===== config.mk =====
export PLATFORM = sky130hd
export DESIGN_NAME = edge_detect_multi
export DESIGN_NICKNAME = d
export VERILOG_FILES = /design/src/rtl/edge_detect_pkg.sv /design/src/rtl/edge_chan.sv /design/src/rtl/edge_detect_multi.sv
export SDC_FILE = /design/constraint.sdc
export NUM_CORES = 1
export LEC_CHECK = 0
export ABC_AREA = 1
export CELL_PAD_IN_SITES_DETAIL_PLACEMENT = 0
export CELL_PAD_IN_SITES_GLOBAL_PLACEMENT = 1
export CORE_ASPECT_RATIO = 0.5
export CORE_MARGIN = 2
export CORE_UTILIZATION = 39
export CTS_BUF_LIST = sky130_fd_sc_hd__clkbuf_4 sky130_fd_sc_hd__clkbuf_8 sky130_fd_sc_hd__clkbuf_16
export DETAILED_ROUTE_END_ITERATION = 8
export PLACE_DENSITY = 0.87
export SLEW_MARGIN = 20
export SYNTH_ARGS = -nofsm -noshare
export SYNTH_HDL_FRONTEND = slang
export SYNTH_HIERARCHICAL = 1
export SYNTH_SLANG_ARGS = --single-unit

===== constraint.sdc =====
create_clock -name clk -period 1.4 [get_ports clk]
set_clock_uncertainty 0.15 [all_clocks]
set_input_delay 0.28 -clock clk [delete_from_list [all_inputs] [get_ports clk]]
set_output_delay 0.28 -clock clk [all_outputs]
set_load 0.005 [all_outputs]

===== src/rtl/edge_detect_pkg.sv =====
// Shared types for the multi-channel edge detector.
// EDGE_DETECT_SYNC_EN (see edge_chan) adds an input synchroniser per channel.
package edge_detect_pkg;

  typedef enum logic [1:0] {
    ST_INIT = 2'b00,
    ST_LOW  = 2'b01,
    ST_HIGH = 2'b10
  } edge_state_t;

  typedef enum logic [1:0] {
    MODE_RISE = 2'b00,
    MODE_FALL = 2'b01,
    MODE_BOTH = 2'b10,
    MODE_NONE = 2'b11
  } edge_mode_t;

endpackage


===== src/rtl/edge_chan.sv =====
// One edge-detect channel: optional synchroniser, INIT/LOW/HIGH tracker, Mealy pulse,
// sticky flag and saturating event counter. Synchroniser enabled by EDGE_DETECT_SYNC_EN.
module edge_chan
  import edge_detect_pkg::*;
#(
  parameter int CNT_W = 8
) (
  input  logic             clk,
  input  logic             rst,
  input  logic             in_bit,
  input  logic [1:0]       mode,
  input  logic             clr,
  output logic             pulse,
  output logic             sticky,
  output logic [CNT_W-1:0] count
);

  localparam logic [CNT_W-1:0] CNT_MAX = '1;

  logic level;

`ifdef EDGE_DETECT_SYNC_EN
  logic sync1_q, sync1_d;
  logic sync2_q, sync2_d;

  always_comb begin
    sync1_d = in_bit;
    sync2_d = sync1_q;
  end

  always_ff @(posedge clk) begin
    if (rst) begin
      sync1_q <= 1'b0;
      sync2_q <= 1'b0;
    end else begin
      sync1_q <= sync1_d;
      sync2_q <= sync2_d;
    end
  end

  assign level = sync2_q;
`else
  assign level = in_bit;
`endif

  edge_state_t      state_q, state_d;
  logic             sticky_q, sticky_d;
  logic [CNT_W-1:0] cnt_q, cnt_d;
  logic             rise_det, fall_det;

  always_comb begin
    state_d = state_q;
    case (state_q)
      ST_INIT: state_d = level ? ST_HIGH : ST_LOW;
      ST_LOW:  if (level)  state_d = ST_HIGH;
      ST_HIGH: if (!level) state_d = ST_LOW;
      default: state_d = ST_INIT;
    endcase
  end

  // INIT never reports an edge, so an input already high at reset is not a rise.
  always_comb begin
    rise_det = (state_q == ST_LOW)  &&  level;
    fall_det = (state_q == ST_HIGH) && !level;
    pulse    = 1'b0;
    case (edge_mode_t'(mode))
      MODE_RISE: pulse = rise_det;
      MODE_FALL: pulse = fall_det;
      MODE_BOTH: pulse = rise_det | fall_det;
      default:   pulse = 1'b0;
    endcase
  end

  // A clear coinciding with an event keeps that event.
  always_comb begin
    sticky_d = sticky_q | pulse;
    cnt_d    = cnt_q;
    if (clr) begin
      sticky_d = pulse;
      cnt_d    = pulse ? CNT_W'(1) : '0;
    end else if (pulse && (cnt_q != CNT_MAX)) begin
      cnt_d = cnt_q + CNT_W'(1);
    end
  end

  always_ff @(posedge clk) begin
    if (rst) begin
      state_q  <= ST_INIT;
      sticky_q <= 1'b0;
      cnt_q    <= '0;
    end else begin
      state_q  <= state_d;
      sticky_q <= sticky_d;
      cnt_q    <= cnt_d;
    end
  end

  assign sticky = sticky_q;
  assign count  = cnt_q;

endmodule


===== src/rtl/edge_detect_multi.sv =====
// N-channel edge detector: one edge_chan per input bit plus the counter read mux.
// Input synchronisers are enabled by defining EDGE_DETECT_SYNC_EN.
module edge_detect_multi
  import edge_detect_pkg::*;
#(
  parameter int N     = 8,
  parameter int CNT_W = 8,
  parameter int SEL_W = (N > 1) ? $clog2(N) : 1
) (
  input  logic             clk,
  input  logic             rst,
  input  logic [N-1:0]     in,
  input  logic [1:0]       mode,
  input  logic             clr,
  input  logic [SEL_W-1:0] sel,
  output logic [N-1:0]     pulse,
  output logic [N-1:0]     sticky,
  output logic [CNT_W-1:0] count
);

  logic [CNT_W-1:0] cnt_arr [N];

  for (genvar i = 0; i < N; i++) begin : g_chan
    edge_chan #(.CNT_W(CNT_W)) u_chan (
      .clk    (clk),
      .rst    (rst),
      .in_bit (in[i]),
      .mode   (mode),
      .clr    (clr),
      .pulse  (pulse[i]),
      .sticky (sticky[i]),
      .count  (cnt_arr[i])
    );
  end

  // Unmatched select values (sel >= N) read as zero.
  always_comb begin
    count = '0;
    for (int i = 0; i < N; i++) begin
      if (sel == SEL_W'(i)) count = cnt_arr[i];
    end
  end

endmodule

==> images/final_placement.png <==
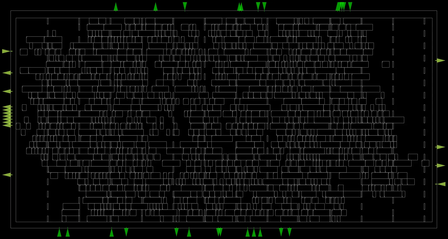
tapcell count: 227
Non-Filler Instances: 1433
Rows: 33
registers: 88

==> images/drive_strength.png <==
Scale bar: 50 um.
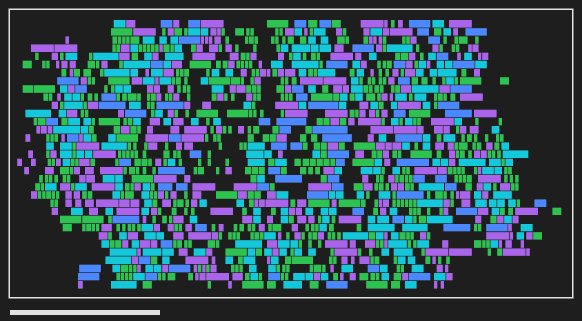
| color | size | cells | share | most used |
|---|---|---|---|---|
| purple | drive 2 | 320 | 27% | nand2_2 |
| green | drive 1 or less | 583 | 48% | nand2_1 |
| blue | drive 6 and up | 76 | 6.3% | buf_6 |
| cyan | drive 3 to 4 | 226 | 19% | buf_4 |

==> images/registers.png <==
Scale bar: 50 um. Other cells in gray.
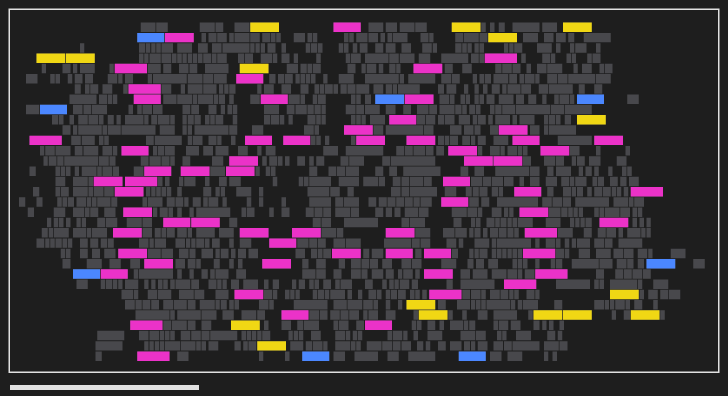
| color | name in the netlist | sequential cells |
|---|---|---|
| blue | g_chan.u_chan/sticky | 8 |
| yellow | g_chan.u_chan/state_q | 16 |
| magenta | g_chan.u_chan/count | 64 |

==> out/qor.yml <==
edf_count: 0
syn_area_per_cell_sq_um: 6.67
r2r_slack_ns: -0.13
top_cell: "nand2_1"
drt_first_pass_iters: 5
top_area_share_pct: 26.9
synthTopCellsByCount: "193 x nand2_1, 120 x inv_1, 120 x nor2_1, 88 x dfxtp_1, 88 x nand2_2"
cts_max_path_buffers: 2
yosys_cells: 983
drt-vias-per-instance: 4.91
setup_viol: 65
die_area_sq_um: 17900
ys_ff: 88
grt_pass1_wl_mm: 32.7
wl_per_cell_um: 14.1
violations: "negative setup slack"
r2r_cells: 9
grt_max_degree: 26
ir_worst_vdd_mv: 0.583
path_clk_slew_ns: 0.06
layout_setup_ws_ns: -0.473
wl_met2_mm: 9.15
yosys.area.top_type: "dfxtp_1"
n_fill_cell: 1487
cts_tree: "yes"
max_freq_mhz: 534
grt_pass1_vias: 6703
min_path_type: "primary input to register"
worst-path-buf-inv: 1
io_pins: 40
fp.coreArea_sq_um: 16400
status: "finished, violations left"
-- cell type report --
type | count | area (sq um) | area share, %
inverters | 155 | 599 | 6.17
diodes | 1 | 2.50 | 0.0257
flip-flops and latches | 88 | 1870 | 19.3
clock buffers | 11 | 253 | 2.60
repair buffers | 221 | 2010 | 20.7
well taps | 227 | 284 | 2.92
clock inverters | 5 | 55.1 | 0.566
multi-input cells | 725 | 4650 | 47.8
-- power by group --
part,switching (uW),internal (uW),total (uW)
Sequential,49.3,2550,2600
Combinational,715,559,1270
Clock,1060,1480,2540
-- final timing paths --
kind	from	endpoint
max	g_chan[2].u_chan/count[6]	count[6]
min	rst	g_chan[1].u_chan/state_q[0]
max reg2reg	g_chan[3].u_chan/count[0]	g_chan[3].u_chan/count[6]
min reg2reg	g_chan[7].u_chan/sticky	g_chan[7].u_chan/sticky
-- registers in the layout (all words and copies together) (netlist names) --
name / cells
g_chan.u_chan/count: 64
g_chan.u_chan/state_q: 16
g_chan.u_chan/sticky: 8
-- what timing repair did --
item | CTS | global route
pin swaps | 88 | 108
setup buffers | 30 | 17
cloned | 5 | 0
resized | 271 | 105
setup endpoints to repair | 88 | 81
hold buffers | 0 | 0
-- logic make-up after synthesis --
group / after synthesis / synth area share (%)
AND/OR/NAND/NOR: 629 / 51.8
adder cells (fa/ha/maj): 8 / 1.53
buffers and inverters: 170 / 10.2
XOR/XNOR: 8 / 1.07
flip-flops: 88 / 26.9
AND-OR/OR-AND: 80 / 8.54
-- layer usage --
layer  track usage (%)  up-vias
met5                 0        -
met4              5.84        0
met3              4.41       30
met2              38.0      160
met1              30.9     3276
li1                  -     3564
-- cells in the final DEF (no fill, tap or decap), types with 8 or more instances in the layout --
master,netlist,layout
nand2_4,16,36
buf_4,0,139
nor2_4,8,13
inv_1,120,96
dfxtp_1,88,26
dlygate4sd2_1,0,15
inv_2,33,55
o21bai_1,16,16
nand3_2,0,24
nand2_1,193,166
nor2_8,9,9
nand3_4,8,9
nor3_1,16,8
buf_6,2,38
ha_4,0,8
xor2_1,8,8
o21ai_0,8,8
nor2_1,120,110
dfxtp_2,0,49
buf_2,5,13
nand3_1,80,55
nand2_2,88,95
a21oi_2,32,32
clkbuf_16,0,9
o21ai_1,24,18
buf_12,0,10
dfxtp_4,0,13
nand4_1,56,56
nor2_2,32,37
-- worst min-delay path: cells and delay by family --
kind	cells	cell delay [ns]
buffers and inverters	2	0.15
AND/OR/NAND/NOR	2	0.09
-- through the flow --
step / hold slack [ns] / utilization, % / power [uW] / TNS (ns) / instances
after CTS: 0.0561 / 57.0 / 6450 / -7.50 / 1431
after global routing: 0.0770 / 59.1 / 6700 / -13.30 / 1432
final: 0.0666 / 59.1 / 6410 / -7.95 / 1433
after global placement: 0.289 / 51.1 / 3730 / -48.12 / 1386
after detailed placement: 0.295 / 51.1 / 3740 / -49.67 / 1386
after floorplan: 0.261 / - / 3220 / 0 / 983
Power is estimated from default activity; no workload was simulated.
